--- src/rtl/sodor5_imem_responder_if.sv ---
`timescale 1ns/1ps
// -----------------------------------------------------------------------------
// sodor5_imem_responder_if
// Fetch request/response bundle between the Sodor 5-stage core (master) and
// its instruction-memory responder (slave).
//   io_imem_req_valid       core -> mem  fetch request valid
//   io_imem_req_ready       mem  -> core responder can accept this cycle
//   io_imem_req_bits_addr   core -> mem  byte fetch address
//   io_imem_resp_valid      mem  -> core response word valid
//   io_imem_resp_ready      core -> mem  core consumes response this cycle
//   io_imem_resp_bits_data  mem  -> core instruction word
//   io_imem_resp_bits_err   mem  -> core request address was misaligned
// -----------------------------------------------------------------------------
interface sodor5_imem_responder_if;
   logic        io_imem_req_valid;
   logic        io_imem_req_ready;
   logic [31:0] io_imem_req_bits_addr;
   logic        io_imem_resp_valid;
   logic        io_imem_resp_ready;
   logic [31:0] io_imem_resp_bits_data;
   logic        io_imem_resp_bits_err;

   modport master (
      output io_imem_req_valid,
      output io_imem_req_bits_addr,
      output io_imem_resp_ready,
      input  io_imem_req_ready,
      input  io_imem_resp_valid,
      input  io_imem_resp_bits_data,
      input  io_imem_resp_bits_err
   );

   modport slave (
      input  io_imem_req_valid,
      input  io_imem_req_bits_addr,
      input  io_imem_resp_ready,
      output io_imem_req_ready,
      output io_imem_resp_valid,
      output io_imem_resp_bits_data,
      output io_imem_resp_bits_err
   );
endinterface

--- src/rtl/sodor5_imem_responder.sv ---
`timescale 1ns/1ps
// -----------------------------------------------------------------------------
// sodor5_imem_responder
// Instruction-memory responder for the Sodor 5-stage core. Fetch requests are
// looked up in a small program store, carried through a LATENCY-deep pipeline
// and queued in a FIFO_DEPTH-entry response buffer. Requests are only accepted
// while a response slot is guaranteed (credit = pipeline + buffer occupancy),
// so a word leaving the pipeline always finds room in the buffer.
// Ports:
//   clk        core clock
//   reset      synchronous, active-low reset (0 = reset asserted)
//   prog_we    program store write enable (honoured even during reset)
//   prog_idx   program store write index
//   prog_data  program store write data
//   imem       fetch request/response bundle (slave side)
//   req_count  accepted-request counter, wraps at 2^32
// -----------------------------------------------------------------------------
module sodor5_imem_responder #(
   parameter int          NUM_WORDS  = 16,
   parameter int          LATENCY    = 1,
   parameter int          FIFO_DEPTH = 4,
   parameter logic [31:0] NOP_WORD   = 32'h00000013
) (
   input  logic                         clk,
   input  logic                         reset,
   input  logic                         prog_we,
   input  logic [$clog2(NUM_WORDS)-1:0] prog_idx,
   input  logic [31:0]                  prog_data,
   sodor5_imem_responder_if.slave       imem,
   output logic [31:0]                  req_count
);

   localparam int IDX_W = $clog2(NUM_WORDS);
   localparam int PTR_W = (FIFO_DEPTH > 1) ? $clog2(FIFO_DEPTH) : 1;
   localparam int CNT_W = $clog2(FIFO_DEPTH + 1);
   localparam logic [CNT_W:0]   DEPTH_C  = (CNT_W + 1)'(FIFO_DEPTH);
   localparam logic [PTR_W-1:0] PTR_LAST = PTR_W'(FIFO_DEPTH - 1);

   // Program store: never reset, written straight from the load port.
   logic [31:0] store_mem [NUM_WORDS];

   // Control state (reset)
   logic [LATENCY-1:0]          pipe_vld_q,  pipe_vld_d;
   logic [PTR_W-1:0]            wr_ptr_q,    wr_ptr_d;
   logic [PTR_W-1:0]            rd_ptr_q,    rd_ptr_d;
   logic [CNT_W-1:0]            fifo_cnt_q,  fifo_cnt_d;
   logic [CNT_W-1:0]            inflight_q,  inflight_d;
   logic [31:0]                 req_count_q, req_count_d;

   // Data state (not reset; qualified by the control bits above)
   logic [LATENCY-1:0][31:0]    pipe_data_q, pipe_data_d;
   logic [LATENCY-1:0]          pipe_err_q,  pipe_err_d;
   logic [FIFO_DEPTH-1:0][31:0] fifo_data_q, fifo_data_d;
   logic [FIFO_DEPTH-1:0]       fifo_err_q,  fifo_err_d;

   logic [IDX_W-1:0] req_idx;
   logic             req_misaligned;
   logic [31:0]      lookup_data;
   logic [CNT_W:0]   occupancy;
   logic             accept;
   logic             push;
   logic             pop;
   logic             resp_valid;
   logic             unused_addr_bits;

   function automatic logic [PTR_W-1:0] ptr_inc(input logic [PTR_W-1:0] p);
      return (p == PTR_LAST) ? '0 : p + PTR_W'(1);
   endfunction

   // Upper address bits do not select anything; the index wraps modulo NUM_WORDS.
   assign req_idx          = imem.io_imem_req_bits_addr[IDX_W+1:2];
   assign req_misaligned   = |imem.io_imem_req_bits_addr[1:0];
   assign unused_addr_bits = ^imem.io_imem_req_bits_addr[31:IDX_W+2];

   // Combinational read of the store: on a same-cycle write to the same index
   // the request captures the pre-write word.
   assign lookup_data = req_misaligned ? NOP_WORD : store_mem[req_idx];

   // Credit check depends only on counters, never on req_valid.
   assign occupancy              = {1'b0, fifo_cnt_q} + {1'b0, inflight_q};
   assign imem.io_imem_req_ready = reset && (occupancy < DEPTH_C);
   assign accept                 = imem.io_imem_req_valid && imem.io_imem_req_ready;

   assign push = pipe_vld_q[LATENCY-1];

   // Buffered words are hidden while reset is asserted so nothing partial escapes.
   assign resp_valid              = reset && (fifo_cnt_q != '0);
   assign pop                     = resp_valid && imem.io_imem_resp_ready;
   assign imem.io_imem_resp_valid = resp_valid;
   assign imem.io_imem_resp_bits_data = resp_valid ? fifo_data_q[rd_ptr_q] : NOP_WORD;
   assign imem.io_imem_resp_bits_err  = resp_valid && fifo_err_q[rd_ptr_q];

   assign req_count = req_count_q;

   always_comb begin
      // Lookup pipeline: stage 0 captures on the acceptance edge.
      pipe_vld_d     = pipe_vld_q;
      pipe_data_d    = pipe_data_q;
      pipe_err_d     = pipe_err_q;
      pipe_vld_d[0]  = accept;
      pipe_data_d[0] = lookup_data;
      pipe_err_d[0]  = req_misaligned;
      for (int i = 1; i < LATENCY; i++) begin
         pipe_vld_d[i]  = pipe_vld_q[i-1];
         pipe_data_d[i] = pipe_data_q[i-1];
         pipe_err_d[i]  = pipe_err_q[i-1];
      end

      // Response buffer: every pipeline exit is written, no bypass path.
      fifo_data_d = fifo_data_q;
      fifo_err_d  = fifo_err_q;
      wr_ptr_d    = wr_ptr_q;
      rd_ptr_d    = rd_ptr_q;
      if (push) begin
         fifo_data_d[wr_ptr_q] = pipe_data_q[LATENCY-1];
         fifo_err_d[wr_ptr_q]  = pipe_err_q[LATENCY-1];
         wr_ptr_d              = ptr_inc(wr_ptr_q);
      end
      if (pop) begin
         rd_ptr_d = ptr_inc(rd_ptr_q);
      end

      // Counters: full/empty come from fifo_cnt, not from pointer equality.
      fifo_cnt_d  = fifo_cnt_q + CNT_W'(push) - CNT_W'(pop);
      inflight_d  = inflight_q + CNT_W'(accept) - CNT_W'(push);
      req_count_d = req_count_q + 32'(accept);
   end

   always_ff @(posedge clk) begin
      if (!reset) begin
         pipe_vld_q  <= '0;
         wr_ptr_q    <= '0;
         rd_ptr_q    <= '0;
         fifo_cnt_q  <= '0;
         inflight_q  <= '0;
         req_count_q <= '0;
      end else begin
         pipe_vld_q  <= pipe_vld_d;
         wr_ptr_q    <= wr_ptr_d;
         rd_ptr_q    <= rd_ptr_d;
         fifo_cnt_q  <= fifo_cnt_d;
         inflight_q  <= inflight_d;
         req_count_q <= req_count_d;
      end
      pipe_data_q <= pipe_data_d;
      pipe_err_q  <= pipe_err_d;
      fifo_data_q <= fifo_data_d;
      fifo_err_q  <= fifo_err_d;
   end

   always_ff @(posedge clk) begin
      if (prog_we) begin
         store_mem[prog_idx] <= prog_data;
      end
   end

endmodule

--- src/flat_wrapper.sv ---
// flat-port wrapper written by rule: the top's interface ports become plain ports
module sodor5_imem_responder_flat 
#(
   parameter int          NUM_WORDS  = 16,
   parameter int          LATENCY    = 1,
   parameter int          FIFO_DEPTH = 4,
   parameter logic [31:0] NOP_WORD   = 32'h00000013
)
  (clk, reset, prog_we, prog_idx, prog_data, req_count, imem_io_imem_req_valid, imem_io_imem_req_bits_addr, imem_io_imem_resp_ready, imem_io_imem_req_ready, imem_io_imem_resp_valid, imem_io_imem_resp_bits_data, imem_io_imem_resp_bits_err);
  sodor5_imem_responder_if imem_i ();
  input  logic clk;
  input  logic reset;
  input  logic prog_we;
  input  logic [$clog2(NUM_WORDS)-1:0] prog_idx;
  input  logic [31:0] prog_data;
  output logic [31:0] req_count;
  input wire logic [$bits(imem_i.io_imem_req_valid)-1:0] imem_io_imem_req_valid;
  input wire logic [$bits(imem_i.io_imem_req_bits_addr)-1:0] imem_io_imem_req_bits_addr;
  input wire logic [$bits(imem_i.io_imem_resp_ready)-1:0] imem_io_imem_resp_ready;
  output wire logic [$bits(imem_i.io_imem_req_ready)-1:0] imem_io_imem_req_ready;
  output wire logic [$bits(imem_i.io_imem_resp_valid)-1:0] imem_io_imem_resp_valid;
  output wire logic [$bits(imem_i.io_imem_resp_bits_data)-1:0] imem_io_imem_resp_bits_data;
  output wire logic [$bits(imem_i.io_imem_resp_bits_err)-1:0] imem_io_imem_resp_bits_err;
  assign imem_i.io_imem_req_valid = imem_io_imem_req_valid;
  assign imem_i.io_imem_req_bits_addr = imem_io_imem_req_bits_addr;
  assign imem_i.io_imem_resp_ready = imem_io_imem_resp_ready;
  assign imem_io_imem_req_ready = imem_i.io_imem_req_ready;
  assign imem_io_imem_resp_valid = imem_i.io_imem_resp_valid;
  assign imem_io_imem_resp_bits_data = imem_i.io_imem_resp_bits_data;
  assign imem_io_imem_resp_bits_err = imem_i.io_imem_resp_bits_err;
  sodor5_imem_responder #(.NUM_WORDS(NUM_WORDS), .LATENCY(LATENCY), .FIFO_DEPTH(FIFO_DEPTH), .NOP_WORD(NOP_WORD)) u_core (.clk(clk), .reset(reset), .prog_we(prog_we), .prog_idx(prog_idx), .prog_data(prog_data), .imem(imem_i), .req_count(req_count));
endmodule
--- config.mk ---
export PLATFORM = sky130hd
export DESIGN_NAME = sodor5_imem_responder_flat
export DESIGN_NICKNAME = d
export VERILOG_FILES = /design/src/rtl/sodor5_imem_responder_if.sv /design/src/rtl/sodor5_imem_responder.sv /design/src/flat_wrapper.sv
export SDC_FILE = /design/constraint.sdc
export NUM_CORES = 1
export LEC_CHECK = 0
export ABC_AREA = 1
export ABC_CLOCK_PERIOD_IN_PS = 7600
export CORE_AREA = 2 2 235 237
export DETAILED_ROUTE_END_ITERATION = 7
export DIE_AREA = 0 0 237 239
export GPL_TIMING_DRIVEN = 0
export MAX_ROUTING_LAYER = met4
export PLACE_DENSITY_LB_ADDON = 0.08
export RECOVER_POWER = 100
export SLEW_MARGIN = 20
export SYNTH_ARGS = -nofsm -noshare
export SYNTH_HDL_FRONTEND = slang
export SYNTH_SLANG_ARGS = --single-unit
export TNS_END_PERCENT = 5
--- constraint.sdc ---
create_clock -name clk -period 7.6 [get_ports clk]
set_input_delay 1.52 -clock clk [delete_from_list [all_inputs] [get_ports clk]]
set_output_delay 1.52 -clock clk [all_outputs]
set_load 0.03 [all_outputs]
Fig. 1: run 1, gate families picked out
Bar = 50 um.
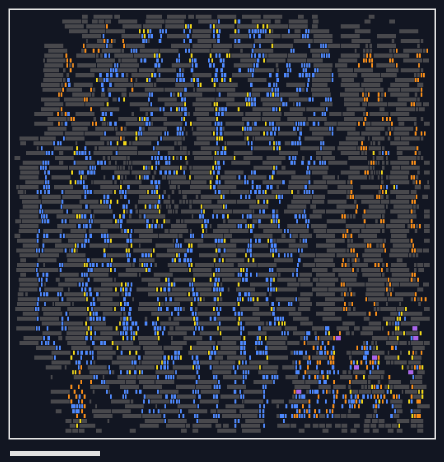
| colour | family | cells |
|---|---|---|
| orange | NOR gates | 260 |
| purple | XOR/XNOR gates | 7 |
| blue | NAND gates | 1,149 |
| yellow | inverters | 281 |
Finished Layout Cells: 3,733
multi-input logic portion of the cell area: 0.205
highest-count logic cell in the final layout: sky130_fd_sc_hd__nand2_1

Fig. 2: run 1, cells by drive strength
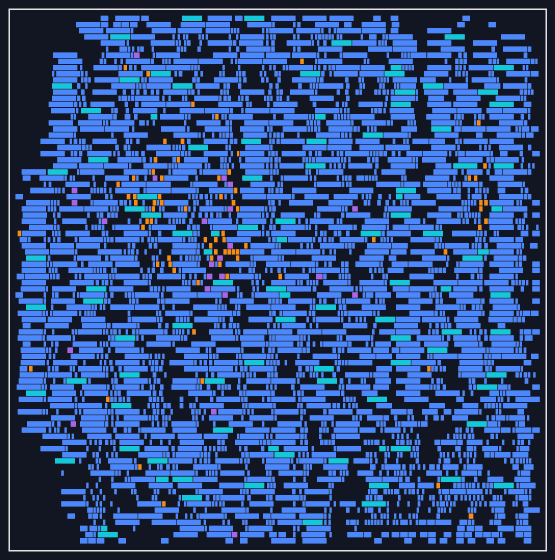
| colour | size | cells |
|---|---|---|
| purple | drive 3 to 4 | 23 |
| orange | drive 2 | 73 |
| blue | drive 1 or less | 2,829 |
| cyan | drive 6 and up | 101 |

Fig. 3: run 1, congestion heat map
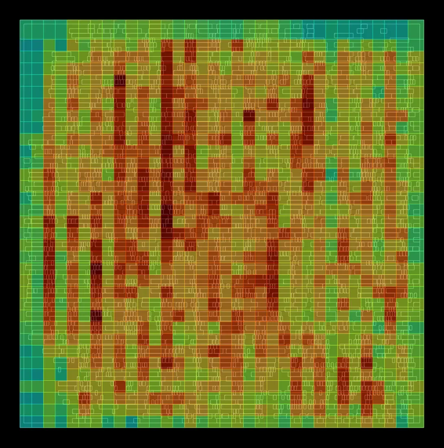
global router's overall resource usage: 0.299
met3 demand-to-capacity share in global routing: 0.0434

==> run notes, run 1 <==
impl run done, here's what came out: wire length on met2=39,100 um, crit path DAT=4.54 ns, number of buffers between clock root and the deepest sink=3, Util after Layout=0.628, RSZ-0062 raised after global routing=false, count of non-CTS inverters in the layout=281, number of cell rows=86, global-route track usage on met2=0.484, final worst slack=1.54 ns, async set-reset flop share out of synthesis=0, Storage cell area=20,900 um2, upper clock frequency limit=165 MHz, H-tree levels=3, Bufs and invs on worst path=5, Resize count post-CTS=0, violated checks=max-capacitance violations, max-slew violations, number of max-cap violations=23, minimum period implied by the final worst setup slack=6.06 ns, fraction of the cycle the final worst path needs=0.798, Total Power Consumption=0.00932 W, Max IR drop VDD=199 uV, synthesis-stage register bit count=720, ys flop type=sky130_fd_sc_hd__edfxtp_1, Max Slew Vio Count=421, final RePlAce weighted congestion=0.893, WP data required=6.08 ns, number of vias after detailed routing=20,700, core utilization before placement=0.545, Top-area cell share=0.653, clock tree from TritonCTS=built, leakage=13.5 nW, number of clock sinks seen by CTS=720, start point of the worst hold path=u_core.req_count[31]$_SDFF_PN0_, Horiz. Die Dim=237 um, share of post-route cells with drive strength above 1=0.0651, antenna violations before repair=6, Detailed Route WL=81,500 um, type of the worst setup path=primary input to output pin, final total negative setup slack=0 ns, worst-case reg-to-reg path depth=11, Critical Path Max Stage Delay=0.78 ns, routed length on met3=7000 um, Worst setup EP type=output pin, hold violation total from the final report=0, DR iter-0 viols=2,487, Min-Delay Endpoint=u_core.req_count[31]$_SDFF_PN0_, total power density per cell area=273 nW/um2, flop count=720, startpoint type of the worst setup path=primary input, layout overhead on the synthesized area=15.4%, startpoint of the worst setup timing path=reset, layout multi-input combinational cell count=1,618, Register-to-Register Setup Slack=4.77 ns, result of the run=complete, but fails checks, number of synthesis warnings=0
[run 1: worst reg2reg max path, cell delays in order (launching register included)]
cell and delay, ns:
sky130_fd_sc_hd__dfxtp_1 0.33, sky130_fd_sc_hd__inv_1 0.07, sky130_fd_sc_hd__a21oi_1 0.69, sky130_fd_sc_hd__nand2_1 0.15
sky130_fd_sc_hd__inv_1 0.24, sky130_fd_sc_hd__ha_1 0.17, sky130_fd_sc_hd__inv_1 0.04, sky130_fd_sc_hd__ha_1 0.18
sky130_fd_sc_hd__fa_1 0.38, sky130_fd_sc_hd__xnor2_1 0.20, sky130_fd_sc_hd__xor2_1 0.19, sky130_fd_sc_hd__nor2_1 0.06
[run 1: logic make-up after synthesis]
| group | after synthesis | share of synthesized area |
|---|---|---|
| and+or+nand+nor | 1410 | 0.195 |
| DFF | 720 | 0.705 |
| adders and majority gates | 15 | 0.00685 |
| xor gates and xnor gates | 7 | 0.00207 |
| AOI/OAI and AO/OA | 186 | 0.0326 |
| buffers and inverters | 417 | 0.0587 |
[run 1: registers in the layout, summed over array words and instances (netlist names)]
register            flops
u_core.fifo_cnt_q       3
u_core.fifo_data_q    128
u_core.fifo_err_q       4
u_core.inflight_q       3
u_core.pipe_data_q     32
u_core.pipe_err_q       1
u_core.pipe_vld_q       1
u_core.rd_ptr_q         2
u_core.req_count       32
u_core.store_mem      512
u_core.wr_ptr_q         2
[run 1: cell usage in the layout, fill, tap and decap left out, types with 3 or more instances in the layout]
cell,Yosys,layout
sky130_fd_sc_hd__nand3b_1,13,13
sky130_fd_sc_hd__xnor2_1,4,4
sky130_fd_sc_hd__clkinv_1,1,10
sky130_fd_sc_hd__nor2_1,253,255
sky130_fd_sc_hd__clkdlybuf4s50_1,0,7
sky130_fd_sc_hd__inv_1,276,277
sky130_fd_sc_hd__o21ai_0,89,89
sky130_fd_sc_hd__clkbuf_1,42,85
sky130_fd_sc_hd__diode_2,0,3
sky130_fd_sc_hd__a21oi_1,85,86
sky130_fd_sc_hd__clkbuf_16,0,83
sky130_fd_sc_hd__ha_1,13,13
sky130_fd_sc_hd__dlygate4sd3_1,0,102
sky130_fd_sc_hd__o21a_1,4,4
sky130_fd_sc_hd__xor2_1,3,3
sky130_fd_sc_hd__clkinv_2,1,12
sky130_fd_sc_hd__nand2_1,816,816
sky130_fd_sc_hd__bufinv_16,0,3
sky130_fd_sc_hd__buf_4,21,21
sky130_fd_sc_hd__nand3_1,318,318
sky130_fd_sc_hd__edfxtp_1,644,644
sky130_fd_sc_hd__o311ai_0,3,3
sky130_fd_sc_hd__inv_6,0,4
sky130_fd_sc_hd__buf_2,60,59
sky130_fd_sc_hd__nor3_1,3,3
sky130_fd_sc_hd__buf_1,11,11
sky130_fd_sc_hd__clkbuf_8,0,8
sky130_fd_sc_hd__o211ai_1,4,4
sky130_fd_sc_hd__dfxtp_1,76,76
[run 1: power breakdown]
| part | switching [W] | internal (W) | leakage, nW |
|---|---|---|---|
| combinational | 0.000797 | 0.000325 | 5.82 |
| clock | 0.00152 | 0.00217 | 1.23 |
| sequential | 0.0000492 | 0.00445 | 6.46 |
| total | 0.00237 | 0.00695 | 13.5 |
Fig. 4: run 1, metal 3
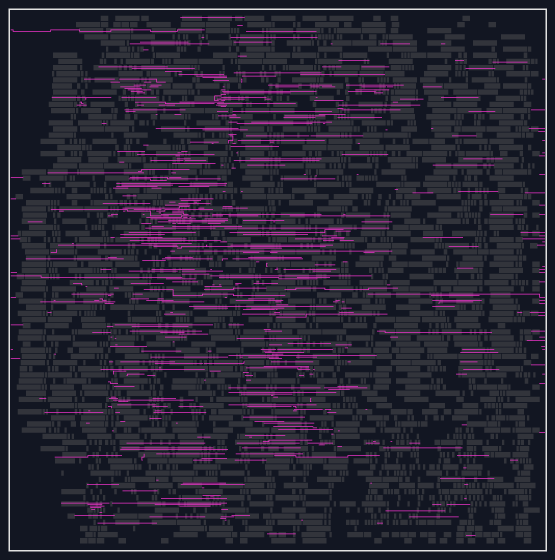

==> run 2, diff against run 1 <==
ABC_CLOCK_PERIOD_IN_PS = 5700   (was 7600)
clock period = 5.7 ns   (was 7.6 ns; I/O delays follow)
Fig. 5: run 2, metal 3
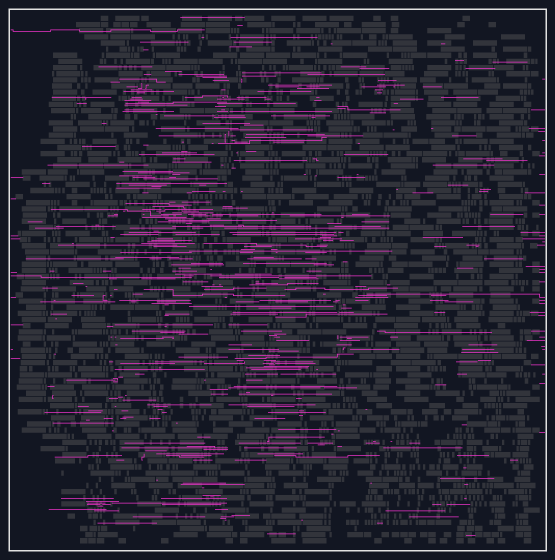
share of all routed wire: 8.3%
main direction: horizontal
wire length on this layer: 6,790 um

==> run 2 against run 1 <==
Compared with the run above: the run still ends with max-capacitance violations, max-slew violations left; first-iteration DRC count decreased by 4.3%; cell count stayed put; count of clock-buffer cells in the layout unchanged; sequential share of layout area about the same; synthesized cell count stayed put; largest power group unchanged; sequential power up 33%; core utilization hardly changed; combinational power increased by 33%; sequential cell count is the same; global-route usage did not move.
==> run notes, run 2 <==
impl run done, here's what came out: result of the run=complete, but fails checks, violated checks=max-capacitance violations, max-slew violations, antenna violations before repair=6 (unchanged), Top-area cell share=0.653 (unchanged), DR iter-0 viols=2,379 (-4.3%), share of post-route cells with drive strength above 1=0.0654 (+0.000330), clock tree from TritonCTS=built, global router's overall resource usage=0.299 (unchanged), Largest Register=u_core.store_mem, Max IR drop VDD=266 uV (+34%), Max Slew Vio Count=421 (unchanged), Resize count post-CTS=0 (unchanged), number of max-cap violations=24 (+4.3%), Synth Area in Simple Gates=0.195 (unchanged), async set-reset flop share out of synthesis=0 (unchanged), Finished Layout Cells=3,733 (unchanged), Horiz. Die Dim=237 um (unchanged), commonest non-fill, non-tap cells in the layout=sky130_fd_sc_hd__nand2_1, sky130_fd_sc_hd__edfxtp_1, sky130_fd_sc_hd__nand3_1, largest registers=u_core.store_mem: 512 flops, u_core.fifo_data_q: 128 flops, flip-flop count of the largest register, all copies and words added=512 (unchanged), prevailing logic family in the synthesized netlist=simple AND/OR/NAND/NOR gates, Mux cell area share=0 (unchanged), minimum period implied by the final worst setup slack=4.99 ns, number of vias after detailed routing=20,700 (+0.087%), final RePlAce weighted congestion=0.893 (unchanged), AND-OR/OR-AND share of the synthesized area=0.0326 (unchanged), highest-count logic cell in the final layout=sky130_fd_sc_hd__nand2_1, Storage cell area=20,900 um2 (unchanged), type of the worst setup path=primary input to output pin, WP data required=4.56 ns (-1.52 ns), FA/HA/MAJ Cells, Area Fraction=0.00685 (unchanged), leakage=13.5 nW (unchanged), upper clock frequency limit=201 MHz, xor/xnor share of the synthesized area=0.00207 (unchanged), Detailed Route WL=81,500 um (about the same)
-- run 2: cell counts in the layout (fill, tap and decap cells not counted) --
No cell type changed its count.
-- run 2: final timing paths --
path | depth (start not counted) | startpoint | end | slack [ns]
hold reg to reg | 2 | u_core.req_count[31]$_SDFF_PN0_ | u_core.req_count[31]$_SDFF_PN0_ | 0.47
setup / recovery | 7 | reset | imem_io_imem_resp_bits_data[7] | 0.71
setup reg to reg | 13 | u_core.fifo_cnt_q[2]$_SDFF_PN0_ | u_core.req_count[14]$_SDFF_PN0_ | 2.88
hold / removal | 2 | u_core.req_count[31]$_SDFF_PN0_ | u_core.req_count[31]$_SDFF_PN0_ | 0.47
-- run 2: cell type report --
class / instances / share of cell area
Sequential cell: 720 / 0.611
Multi-Input combinational cell: 1618 / 0.205
Clock buffer: 111 / 0.0662
Timing Repair Buffer: 131 / 0.0344
Inverter: 281 / 0.0310
Tap cell: 704 / 0.0258
Buffer: 136 / 0.0199
Clock inverter: 29 / 0.00700
Antenna cell: 3 / 0.000220
-- run 2: logic make-up after synthesis --
family / Yosys count
compound gates: 186
xor+xnor: 7
flops: 720
buf+inv: 417
simple gates: 1410
fa+ha+maj: 15
-- run 2: report_power, final --
group	internal, W	switching, W
logic	0.000434	0.00106
registers	0.00594	0.0000659
clock network	0.00290	0.00203
-- run 2: per-stage QoR --
| step | power [W] | util | setup slack [ns] |
|---|---|---|---|
| final | 0.0124 | 0.628 | 0.714 |
| after floorplan | 0.00700 | - | 1.98 |
| after detailed placement | 0.00766 | 0.592 | 1.14 |
| after global placement | 0.00760 | 0.581 | 0.203 |
| after CTS | 0.0125 | 0.638 | 1.14 |
| after global routing | 0.0128 | 0.628 | 0.551 |
-- run 2: worst max-delay path: stages --
cell and delay (ns):
sky130_fd_sc_hd__clkbuf_1 0.42, sky130_fd_sc_hd__inv_1 0.29, sky130_fd_sc_hd__a21oi_2 0.46, sky130_fd_sc_hd__inv_1 0.15, sky130_fd_sc_hd__clkbuf_1 0.30, sky130_fd_sc_hd__a21oi_1 0.30, sky130_fd_sc_hd__dlygate4sd3_1 0.78
-- run 2: layer usage --
layer  wire length, um  GRT usage  part of all wire
met1             33000      0.389              0.40
met2             39200      0.484              0.48
met3              6790     0.0434             0.083
met4              2610      0.108             0.032
met5                 0          -                 0
Fig. 6: run 2, routed clock nets over the placement
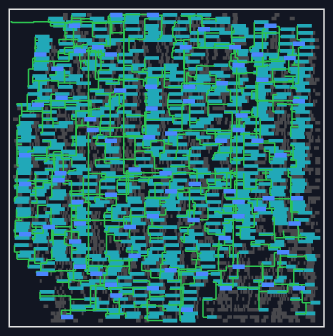

==> run 3, diff against run 2 <==
CORE_AREA = 2 2 260 262   (was 2 2 235 237)
DIE_AREA = 0 0 262 264   (was 0 0 237 239)
Fig. 7: run 3, routed clock nets over the placement
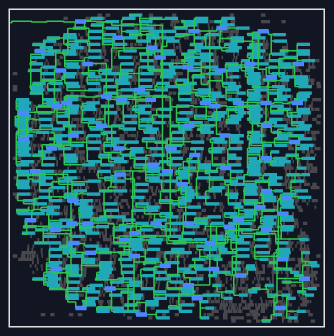
[green] clock wires | length: 8,620 um
[cyan] flip-flops | count: 720
[blue] cells driving clock nets | count: 77
routed clock nets: 78
Clk power: 0.00485 W
final clock skew: 0.0146 ns

==> run 3 against run 2 <==
Compared with the run above: critical path type unchanged; fmax about the same; final area up 0.44%; clock power down 1%; first-iteration DRC count down 9.2%; critical endpoint is now imem_io_imem_resp_bits_data[14]; setup slack better by 0.0043 ns; area after synthesis unchanged; the flow still finishes with violations (max-capacitance violations, max-slew violations); power down 0.33%; combinational power up 3%; critical path depth unchanged.
==> run notes, run 3 <==
impl run done, here's what came out: number of max-cap violations=14 (-42%), Horiz. Die Dim=262 um (+11%), number of vias after detailed routing=20,300 (-2.1%), WP data required=4.56 ns (about the same), violated checks=max-capacitance violations, max-slew violations, commonest non-fill, non-tap cells in the layout=sky130_fd_sc_hd__nand2_1, sky130_fd_sc_hd__edfxtp_1, sky130_fd_sc_hd__nand3_1, Storage cell area=20,900 um2 (unchanged), upper clock frequency limit=201 MHz (about the same), Detailed Route WL=86,000 um (+5.5%), minimum period implied by the final worst setup slack=4.98 ns (-0.00428 ns), net switching power of the design=0.00315 W (about the same), internal power=0.00923 W (-0.42%), result of the run=complete, but fails checks, Net Sw Frac=0.254 (+0.000724), Max Slew Vio Count=243 (-42%), leakage=13.5 nW (-0.27%), Util after Layout=0.515 (-0.113), Largest Register=u_core.store_mem, Bufs and invs on worst path=5 (unchanged), critical-path cell list=clkbuf_1 -> inv_1 -> a21oi_2 -> inv_1 -> clkbuf_1 -> a21oi_1 -> dlygate4sd3_1, Critical Path Max Stage Delay=0.79 ns (about the same), Max IR drop VDD=245 uV (-8.0%), cell with the largest stage delay on the worst path=sky130_fd_sc_hd__dlygate4sd3_1, Sequential Power Share=0.485 (+0.002), Top-area cell share=0.653 (unchanged), Clock Power Share=0.392 (-0.005), type of the worst setup path=primary input to output pin, Final Net Count=3,059, flip-flop count of the largest register, all copies and words added=512 (unchanged), async set-reset flop share out of synthesis=0 (unchanged), global router's overall resource usage=0.258 (-0.0411), highest-count logic cell in the final layout=sky130_fd_sc_hd__nand2_1, vias in the first global route=19,400, final RePlAce weighted congestion=0.869 (-2.7%), antenna violations before repair=6 (unchanged), Resize count post-CTS=0 (unchanged)
[run 3: netlist changes by cell type in the layout (fill, tap and decap cells not counted), sizes merged]
cell	before	now
diode	3	2
bufinv	3	4
buf	93	91
clkbuf	176	184
inv	283	280
clkinv	24	21
[run 3: cells by family (layout without fill, tap and decap cells)]
| family | count (synthesis) | in the layout | synth area share |
|---|---|---|---|
| AND/OR/NAND/NOR | 1410 | 1410 | 0.195 |
| flip-flops | 720 | 720 | 0.705 |
| buffers and inverters | 417 | 689 | 0.0587 |
| AND-OR/OR-AND | 186 | 186 | 0.0326 |
| adder cells (fa/ha/maj) | 15 | 15 | 0.00685 |
| XOR/XNOR | 7 | 7 | 0.00207 |
| other | 0 | 2 | 0 |
[run 3: worst min-delay path, cell delays in order, from the launching register on]
cell and delay (ns):
sky130_fd_sc_hd__dfxtp_1 0.31, sky130_fd_sc_hd__nand2_1 0.06, sky130_fd_sc_hd__a21oi_1 0.05
[run 3: cell type report]
class	instances	area share
clock inverter	24	0.00616
antenna	2	0.000146
buffer	136	0.0198
multi-input combinational	1618	0.204
inverter	281	0.0309
timing repair buffer	137	0.0349
clock buffer	111	0.0644
sequential	720	0.608
tap	873	0.0318
[run 3: through the flow]
stage	instance area (um2)	instances	hold slack [ns]	setup slack [ns]	power, W
floorplan	29600	2755	0.438	1.98	0.00700
CTS	35000	3900	0.471	1.05	0.0125
global route	34300	3901	0.494	0.557	0.0128
global placement	31800	3737	0.448	0.135	0.00765
detailed placement	32600	3765	0.462	1.04	0.00771
finish	34300	3902	0.464	0.718	0.0124
[run 3: metal layers]
layer,share of wire,wire (um),global-route usage
met5,0,0,-
met4,0.030,2540,0.0777
met3,0.073,6300,0.0425
met2,0.47,40800,0.410
met1,0.42,36400,0.341
[run 3: final timing paths]
check | startpoint | endpoint | slack [ns] | depth (start not counted)
setup / recovery | reset | imem_io_imem_resp_bits_data[14] | 0.72 | 7
hold / removal | u_core.req_count[31]$_SDFF_PN0_ | u_core.req_count[31]$_SDFF_PN0_ | 0.46 | 2
setup reg to reg | u_core.fifo_cnt_q[2]$_SDFF_PN0_ | u_core.req_count[14]$_SDFF_PN0_ | 2.84 | 13
hold reg to reg | u_core.req_count[31]$_SDFF_PN0_ | u_core.req_count[31]$_SDFF_PN0_ | 0.46 | 2
[run 3: power by group through the flow]
stage | Combinational (W) | Clock [W] | Sequential [W]
after floorplan | 0.000907 | 0 | 0.00609
after global placement | 0.00155 | 0 | 0.00611
after detailed placement | 0.00161 | 0 | 0.00611
after CTS | 0.00161 | 0.00492 | 0.00600
after global routing | 0.00168 | 0.00512 | 0.00601
final | 0.00153 | 0.00485 | 0.00600
Power is estimated from default activity; no workload was simulated.
